### config.mk
export PLATFORM = sky130hd
export DESIGN_NAME = particle_event_extract_flat
export DESIGN_NICKNAME = d
export VERILOG_FILES = /design/src/rtl/particle_evt_pkg.sv /design/src/rtl/particle_event_extract_if.sv /design/src/rtl/particle_evt_fifo.sv /design/src/rtl/particle_event_extract.sv /design/src/flat_wrapper.sv
export SDC_FILE = /design/constraint.sdc
export NUM_CORES = 2
export LEC_CHECK = 0
export ABC_AREA = 1
export CAP_MARGIN = 20
export CORE_AREA = 5 5 389 391
export CTS_CLUSTER_DIAMETER = 120
export DETAILED_ROUTE_END_ITERATION = 8
export DIE_AREA = 0 0 394 396
export PLACE_DENSITY = 0.82
export SETUP_SLACK_MARGIN = 0.1
export SLEW_MARGIN = 0
export SYNTH_ARGS = -nofsm -noshare
export SYNTH_HDL_FRONTEND = slang
export SYNTH_HIERARCHICAL = 1
export SYNTH_SLANG_ARGS = --single-unit
### constraint.sdc
create_clock -name clk_i -period 18.2 [get_ports clk_i]
set_input_delay 3.64 -clock clk_i [delete_from_list [all_inputs] [get_ports clk_i]]
set_output_delay 3.64 -clock clk_i [all_outputs]
set_load 0.02 [all_outputs]
### src/rtl/particle_evt_pkg.sv
// Shared types for the particle event extractor: event record, FSM states,
// record width and saturation limits.
package particle_evt_pkg;

    localparam int PEV_IDX_W = 32;
    localparam int PEV_SUM_W = 32;

    localparam logic [15:0] LEN_SAT  = 16'hFFFF;
    localparam logic [15:0] DROP_SAT = 16'hFFFF;

    typedef enum logic [1:0] {
        EVT_IDLE = 2'd0,
        EVT_RUN  = 2'd1,
        EVT_GAP  = 2'd2
    } evt_state_e;

    typedef struct packed {
        logic [PEV_IDX_W-1:0] start;
        logic [15:0]          len;
        logic [15:0]          peak;
        logic [15:0]          peak_data;
        logic [PEV_SUM_W-1:0] sum;
        logic                 acc;
    } evt_rec_t;

    localparam int REC_W = $bits(evt_rec_t);

    // A programmed minimum length of zero behaves like one.
    function automatic logic [15:0] min_len_eff(input logic [15:0] m);
        return (m == 16'd0) ? 16'd1 : m;
    endfunction

endpackage

### src/rtl/particle_event_extract_if.sv
// Filter-stage sample stream and event-record handshake of the extractor.
interface particle_event_extract_if #(
    parameter int IDX_W = 32,
    parameter int SUM_W = 32
);
    logic             filter_vld_i;
    logic [15:0]      filter_data_i;
    logic [15:0]      filter_haze_hub_i;
    logic             filter_curr_result_i;
    logic             filter_acc_flag_i;
    logic             evt_rdy_i;
    logic             evt_vld_o;
    logic [IDX_W-1:0] evt_start_o;
    logic [15:0]      evt_len_o;
    logic [15:0]      evt_peak_o;
    logic [15:0]      evt_peak_data_o;
    logic [SUM_W-1:0] evt_sum_o;
    logic             evt_acc_o;

    modport master (
        output filter_vld_i, filter_data_i, filter_haze_hub_i,
               filter_curr_result_i, filter_acc_flag_i, evt_rdy_i,
        input  evt_vld_o, evt_start_o, evt_len_o, evt_peak_o,
               evt_peak_data_o, evt_sum_o, evt_acc_o
    );

    modport slave (
        input  filter_vld_i, filter_data_i, filter_haze_hub_i,
               filter_curr_result_i, filter_acc_flag_i, evt_rdy_i,
        output evt_vld_o, evt_start_o, evt_len_o, evt_peak_o,
               evt_peak_data_o, evt_sum_o, evt_acc_o
    );
endinterface

### src/rtl/particle_evt_fifo.sv
// First-word-fall-through record FIFO: storage array plus a registered head
// stage; total capacity (array + head) is DEPTH records.
module particle_evt_fifo #(
    parameter int DEPTH = 16,
    parameter int WIDTH = 8
) (
    input  logic             clk_i,
    input  logic             rst_n_i,
    input  logic             wr_en_i,
    input  logic [WIDTH-1:0] wr_data_i,
    input  logic             rd_en_i,
    output logic [WIDTH-1:0] rd_data_o,
    output logic             empty_o,
    output logic             full_o
);
    localparam int AW = $clog2(DEPTH);

    logic [WIDTH-1:0] mem_q [DEPTH];
    logic [AW-1:0]    wr_ptr_q, wr_ptr_d, rd_ptr_q, rd_ptr_d;
    logic [AW:0]      mem_cnt_q, mem_cnt_d;
    logic             out_vld_q, out_vld_d;
    logic [WIDTH-1:0] out_q, out_d;
    logic [AW+1:0]    total_s;
    logic             pop_s, full_s, wr_ok_s, load_s;

    // Head refill, write acceptance and occupancy bookkeeping.
    always_comb begin
        pop_s     = rd_en_i & out_vld_q;
        total_s   = {1'b0, mem_cnt_q} + {{(AW+1){1'b0}}, out_vld_q};
        full_s    = (total_s == (AW+2)'(DEPTH));
        wr_ok_s   = wr_en_i & (~full_s | pop_s);
        load_s    = (~out_vld_q | pop_s) & (mem_cnt_q != '0);
        mem_cnt_d = mem_cnt_q + (AW+1)'(wr_ok_s) - (AW+1)'(load_s);
        wr_ptr_d  = wr_ok_s ? wr_ptr_q + AW'(1) : wr_ptr_q;
        rd_ptr_d  = load_s ? rd_ptr_q + AW'(1) : rd_ptr_q;
        if (load_s) begin
            out_vld_d = 1'b1;
            out_d     = mem_q[rd_ptr_q];
        end else if (pop_s) begin
            out_vld_d = 1'b0;
            out_d     = out_q;
        end else begin
            out_vld_d = out_vld_q;
            out_d     = out_q;
        end
    end

    // Storage array write port.
    always_ff @(posedge clk_i) begin
        if (wr_ok_s) begin
            mem_q[wr_ptr_q] <= wr_data_i;
        end
    end

    // Pointer, count and head registers.
    always_ff @(posedge clk_i or negedge rst_n_i) begin
        if (!rst_n_i) begin
            wr_ptr_q  <= '0;
            rd_ptr_q  <= '0;
            mem_cnt_q <= '0;
            out_vld_q <= 1'b0;
            out_q     <= '0;
        end else begin
            wr_ptr_q  <= wr_ptr_d;
            rd_ptr_q  <= rd_ptr_d;
            mem_cnt_q <= mem_cnt_d;
            out_vld_q <= out_vld_d;
            out_q     <= out_d;
        end
    end

    assign rd_data_o = out_q;
    assign empty_o   = ~out_vld_q;
    assign full_o    = full_s;
endmodule

### src/rtl/particle_event_extract.sv
// Groups threshold hits into particle events and queues one record per event.
// Optional feature: define PARTICLE_MAXLEN_EN to force-split runs at MAX_LEN.
module particle_event_extract
    import particle_evt_pkg::*;
#(
    parameter int FIFO_DEPTH = 16,
    parameter int IDX_W      = 32,
    parameter int SUM_W      = 32,
    parameter int MAX_LEN    = 4096
) (
    input  logic                    clk_i,
    input  logic                    rst_n_i,
    particle_event_extract_if.slave bus,
    input  logic [15:0]             min_len_i,
    input  logic [7:0]              merge_gap_i,
    output logic [15:0]             drop_cnt_o,
    output logic                    overflow_o
);
`ifdef PARTICLE_MAXLEN_EN
    localparam bit MAXLEN_EN = 1'b1;
`else
    localparam bit MAXLEN_EN = 1'b0;
`endif

    evt_state_e       state_q, state_d, st_s;
    logic [IDX_W-1:0] idx_q, idx_d, start_q, start_d, diff_s;
    logic [15:0]      len_q, len_d, peak_q, peak_d, peak_data_q, peak_data_d;
    logic [SUM_W-1:0] sum_q, sum_d, sum_sat_s;
    logic [SUM_W:0]   sum_add_s;
    logic [15:0]      hit_len_s, drop_cnt_q, drop_cnt_d;
    logic [8:0]       gap_q, gap_d;
    logic             acc_q, acc_d, acc_prev_q, acc_prev_d;
    logic             close_s, close_old_s, push_q, push_d;
    logic             overflow_q, overflow_d, fifo_full_s, fifo_empty_s, pop_s, drop_s;
    evt_rec_t         rec_s, rec_q, rec_d, head_s;
    logic [REC_W-1:0] fifo_rd_s;

    // Event FSM; an acc change first closes the open run with its old state.
    always_comb begin
        state_d     = state_q;
        idx_d       = idx_q;
        acc_prev_d  = acc_prev_q;
        start_d     = start_q;
        len_d       = len_q;
        peak_d      = peak_q;
        peak_data_d = peak_data_q;
        sum_d       = sum_q;
        acc_d       = acc_q;
        gap_d       = gap_q;
        st_s        = state_q;
        close_s     = 1'b0;
        close_old_s = 1'b0;
        diff_s      = idx_q - start_q;
        if (len_q == LEN_SAT || diff_s >= IDX_W'(32'd65534)) begin
            hit_len_s = LEN_SAT;
        end else begin
            hit_len_s = diff_s[15:0] + 16'd1;
        end
        sum_add_s = {1'b0, sum_q} + (SUM_W+1)'(bus.filter_haze_hub_i);
        if (sum_add_s[SUM_W]) begin
            sum_sat_s = '1;
        end else begin
            sum_sat_s = sum_add_s[SUM_W-1:0];
        end
        if (bus.filter_vld_i) begin
            idx_d      = idx_q + IDX_W'(1);
            acc_prev_d = bus.filter_acc_flag_i;
            if (state_q != EVT_IDLE && bus.filter_acc_flag_i != acc_prev_q) begin
                close_s     = 1'b1;
                close_old_s = 1'b1;
                st_s        = EVT_IDLE;
            end else begin
                st_s = state_q;
            end
            case (st_s)
                EVT_IDLE: begin
                    if (bus.filter_curr_result_i) begin
                        state_d     = EVT_RUN;
                        start_d     = idx_q;
                        len_d       = 16'd1;
                        peak_d      = bus.filter_haze_hub_i;
                        peak_data_d = bus.filter_data_i;
                        sum_d       = SUM_W'(bus.filter_haze_hub_i);
                        acc_d       = bus.filter_acc_flag_i;
                    end else begin
                        state_d = EVT_IDLE;
                    end
                end
                EVT_RUN, EVT_GAP: begin
                    if (bus.filter_curr_result_i) begin
                        state_d = EVT_RUN;
                        len_d   = hit_len_s;
                        sum_d   = sum_sat_s;
                        if (bus.filter_haze_hub_i > peak_q) begin
                            peak_d      = bus.filter_haze_hub_i;
                            peak_data_d = bus.filter_data_i;
                        end else begin
                            peak_d = peak_q;
                        end
                        if (MAXLEN_EN && 32'(hit_len_s) >= 32'(MAX_LEN)) begin
                            close_s = 1'b1;
                            state_d = EVT_IDLE;
                        end else begin
                            close_s = 1'b0;
                        end
                    end else if (st_s == EVT_RUN && merge_gap_i == 8'd0) begin
                        close_s = 1'b1;
                        state_d = EVT_IDLE;
                    end else if (st_s == EVT_RUN) begin
                        state_d = EVT_GAP;
                        gap_d   = 9'd1;
                    end else if (gap_q == {1'b0, merge_gap_i}) begin
                        close_s = 1'b1;
                        state_d = EVT_IDLE;
                    end else begin
                        gap_d = gap_q + 9'd1;
                    end
                end
                default: state_d = EVT_IDLE;
            endcase
        end else begin
            st_s = state_q;
        end
        rec_s.start     = PEV_IDX_W'(close_old_s ? start_q : start_d);
        rec_s.len       = close_old_s ? len_q : len_d;
        rec_s.peak      = close_old_s ? peak_q : peak_d;
        rec_s.peak_data = close_old_s ? peak_data_q : peak_data_d;
        rec_s.sum       = PEV_SUM_W'(close_old_s ? sum_q : sum_d);
        rec_s.acc       = close_old_s ? acc_q : acc_d;
        push_d          = close_s & (rec_s.len >= min_len_eff(min_len_i));
        rec_d           = rec_s;
    end

    // Drop accounting: a push into a full FIFO with no same-cycle pop is lost.
    always_comb begin
        pop_s      = bus.evt_rdy_i & ~fifo_empty_s;
        drop_s     = push_q & fifo_full_s & ~pop_s;
        overflow_d = overflow_q | drop_s;
        if (drop_s && drop_cnt_q != DROP_SAT) begin
            drop_cnt_d = drop_cnt_q + 16'd1;
        end else begin
            drop_cnt_d = drop_cnt_q;
        end
    end

    // State, accumulator and record-staging registers.
    always_ff @(posedge clk_i or negedge rst_n_i) begin
        if (!rst_n_i) begin
            state_q     <= EVT_IDLE;
            idx_q       <= '0;
            acc_prev_q  <= 1'b0;
            start_q     <= '0;
            len_q       <= 16'd0;
            peak_q      <= 16'd0;
            peak_data_q <= 16'd0;
            sum_q       <= '0;
            acc_q       <= 1'b0;
            gap_q       <= 9'd0;
            push_q      <= 1'b0;
            rec_q       <= '0;
            drop_cnt_q  <= 16'd0;
            overflow_q  <= 1'b0;
        end else begin
            state_q     <= state_d;
            idx_q       <= idx_d;
            acc_prev_q  <= acc_prev_d;
            start_q     <= start_d;
            len_q       <= len_d;
            peak_q      <= peak_d;
            peak_data_q <= peak_data_d;
            sum_q       <= sum_d;
            acc_q       <= acc_d;
            gap_q       <= gap_d;
            push_q      <= push_d;
            rec_q       <= rec_d;
            drop_cnt_q  <= drop_cnt_d;
            overflow_q  <= overflow_d;
        end
    end

    particle_evt_fifo #(.DEPTH(FIFO_DEPTH), .WIDTH(REC_W)) u_fifo (
        .clk_i     (clk_i),
        .rst_n_i   (rst_n_i),
        .wr_en_i   (push_q),
        .wr_data_i (rec_q),
        .rd_en_i   (bus.evt_rdy_i),
        .rd_data_o (fifo_rd_s),
        .empty_o   (fifo_empty_s),
        .full_o    (fifo_full_s)
    );

    assign head_s              = evt_rec_t'(fifo_rd_s);
    assign bus.evt_vld_o       = ~fifo_empty_s;
    assign bus.evt_start_o     = IDX_W'(head_s.start);
    assign bus.evt_len_o       = head_s.len;
    assign bus.evt_peak_o      = head_s.peak;
    assign bus.evt_peak_data_o = head_s.peak_data;
    assign bus.evt_sum_o       = SUM_W'(head_s.sum);
    assign bus.evt_acc_o       = head_s.acc;
    assign drop_cnt_o          = drop_cnt_q;
    assign overflow_o          = overflow_q;
endmodule

### src/flat_wrapper.sv
// flat-port wrapper written by rule: the top's interface ports become plain ports
module particle_event_extract_flat import particle_evt_pkg::*;
#(
    parameter int FIFO_DEPTH = 16,
    parameter int IDX_W      = 32,
    parameter int SUM_W      = 32,
    parameter int MAX_LEN    = 4096
)
  (clk_i, rst_n_i, min_len_i, merge_gap_i, drop_cnt_o, overflow_o, bus_filter_vld_i, bus_filter_data_i, bus_filter_haze_hub_i, bus_filter_curr_result_i, bus_filter_acc_flag_i, bus_evt_rdy_i, bus_evt_vld_o, bus_evt_start_o, bus_evt_len_o, bus_evt_peak_o, bus_evt_peak_data_o, bus_evt_sum_o, bus_evt_acc_o);
  particle_event_extract_if #(.IDX_W(IDX_W), .SUM_W(SUM_W)) bus_i ();
  input  logic clk_i;
  input  logic rst_n_i;
  input  logic [15:0] min_len_i;
  input  logic [7:0] merge_gap_i;
  output logic [15:0] drop_cnt_o;
  output logic overflow_o;
  input wire logic [$bits(bus_i.filter_vld_i)-1:0] bus_filter_vld_i;
  input wire logic [$bits(bus_i.filter_data_i)-1:0] bus_filter_data_i;
  input wire logic [$bits(bus_i.filter_haze_hub_i)-1:0] bus_filter_haze_hub_i;
  input wire logic [$bits(bus_i.filter_curr_result_i)-1:0] bus_filter_curr_result_i;
  input wire logic [$bits(bus_i.filter_acc_flag_i)-1:0] bus_filter_acc_flag_i;
  input wire logic [$bits(bus_i.evt_rdy_i)-1:0] bus_evt_rdy_i;
  output wire logic [$bits(bus_i.evt_vld_o)-1:0] bus_evt_vld_o;
  output wire logic [$bits(bus_i.evt_start_o)-1:0] bus_evt_start_o;
  output wire logic [$bits(bus_i.evt_len_o)-1:0] bus_evt_len_o;
  output wire logic [$bits(bus_i.evt_peak_o)-1:0] bus_evt_peak_o;
  output wire logic [$bits(bus_i.evt_peak_data_o)-1:0] bus_evt_peak_data_o;
  output wire logic [$bits(bus_i.evt_sum_o)-1:0] bus_evt_sum_o;
  output wire logic [$bits(bus_i.evt_acc_o)-1:0] bus_evt_acc_o;
  assign bus_i.filter_vld_i = bus_filter_vld_i;
  assign bus_i.filter_data_i = bus_filter_data_i;
  assign bus_i.filter_haze_hub_i = bus_filter_haze_hub_i;
  assign bus_i.filter_curr_result_i = bus_filter_curr_result_i;
  assign bus_i.filter_acc_flag_i = bus_filter_acc_flag_i;
  assign bus_i.evt_rdy_i = bus_evt_rdy_i;
  assign bus_evt_vld_o = bus_i.evt_vld_o;
  assign bus_evt_start_o = bus_i.evt_start_o;
  assign bus_evt_len_o = bus_i.evt_len_o;
  assign bus_evt_peak_o = bus_i.evt_peak_o;
  assign bus_evt_peak_data_o = bus_i.evt_peak_data_o;
  assign bus_evt_sum_o = bus_i.evt_sum_o;
  assign bus_evt_acc_o = bus_i.evt_acc_o;
  particle_event_extract #(.FIFO_DEPTH(FIFO_DEPTH), .IDX_W(IDX_W), .SUM_W(SUM_W), .MAX_LEN(MAX_LEN)) u_core (.clk_i(clk_i), .rst_n_i(rst_n_i), .bus(bus_i), .min_len_i(min_len_i), .merge_gap_i(merge_gap_i), .drop_cnt_o(drop_cnt_o), .overflow_o(overflow_o));
endmodule
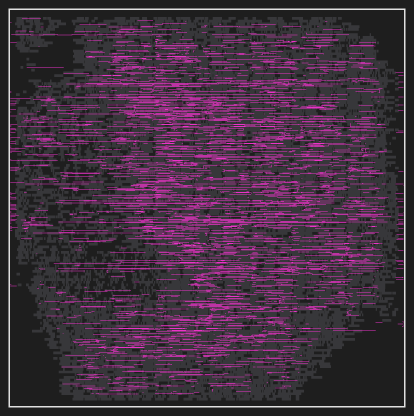
*M3 wires*
(1 px per um)
share of all routed wire = 14%
wire length on this layer = 36.4 mm
nets with wire on the layer = 857
main direction = horizontal
longest straight run = 274 um
via count: 69530
met3 Track Usage GR: 7.964%
total wire length: 260600 um

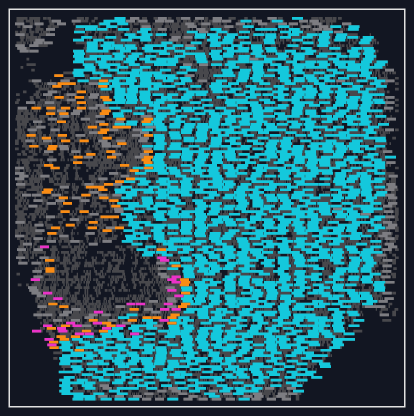
*Register map, names as in the netlist*
(1 px per um)
orange -> u_core/rec_q  # placed flops 113
cyan -> u_core/u_fifo/mem_q  # placed flops 1808
magenta -> u_core/start_q  # placed flops 32, where bottom left
not coloured = 270
Sequential Area: 0.06469 sq mm
Seq power: 0.00688 W
sequential share of cell area: 61.41%

==> CHANGELOG.md <==
## Flow update

- Slew @ Worst Pin: 1273 ps
- Status: finished, final reports clean
- Synth Area in Adders: 1.416%
- CP endpoint: u_core/push_q$_DFF_PN0_
- Final HPWL DP: 143800 um
- Post-Syn Area: 0.09524 sq mm
- Crit-path most repeated cell: nand2_1
- Gr ovfl total: 0
- FMAX: 0.1291 GHz
- Violation count after the first detailed-route iteration: 10180
- Met2 WL: 119000 um
- Count of library flops with an enable pin: 1808
- Final Setup Violations: 0
- Via density: 6.213
- Logic share of the area: 25.49%
- Clock sinks: 2223
- M1 WL: 95410 um
- Clock network area share: 6.788%
- Clk pwr share: 26.7%
- Post-route DRC violation count: 0
- Non-clock inverters: 387
- DP Area: 0.09813 sq mm
- Grt peak-use layer: met2
- Commonest cells in the netlist: 3544 x nand2_1, 1808 x edfxtp_1, 1462 x nand3_1
- Internal power: 0.01035 W
- Overall Power: 0.01680 W
- # resized after CTS: 0
- CLK BUF: 268
- Top cells by area: edfxtp_1 57%, nand2_1 14%, dfrtp_1 11%
- CP max FO: 32
- Yosys stat area: 0.09524 sq mm
- AO/OA Area Share: 2.383%
- Tool warnings: 55
- CP Cell Sequence: clkdlybuf4s50_1 -> xor2_1 -> nor2_1 -> ha_1 -> nor2_2 -> buf_4 -> inv_1 -> buf_4 -> nor2_2 -> inv_1 -> nand2_1 -> nand2_1 -> nand2_1 -> nand2_1 -> ha_1 -> inv_1 -> a21oi_1 -> o21ai_0 -> nand2_1 -> o211ai_1 -> a211oi_1 -> a221oi_1
- Hold WC Path Type: flip-flop to flip-flop
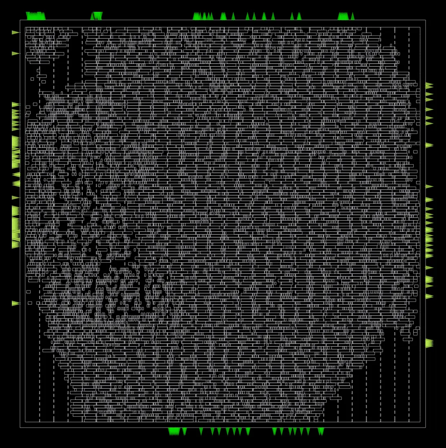
*Placement view*
Finished Core Util: 71.60%
sequential cells: 2223
core area: 0.1471 sq mm
fill count: 9514
n_taps: 1930

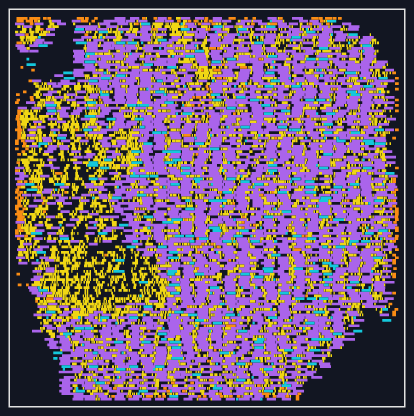
*Cell classes on the final placement*
(1 px per um)
yellow -> all other logic  # cells 6345, share of their area 28%
orange -> other buffers and delay cells  # cells 286, share of their area 2.7%
cyan -> clock drivers and dummy loads  # cells 406, share of their area 6.9%
purple -> flip-flops  # cells 2223, share of their area 63%
Finished Cell Area: 0.1053 sq mm
row count: 141

Power and IR drop assume default switching activity.
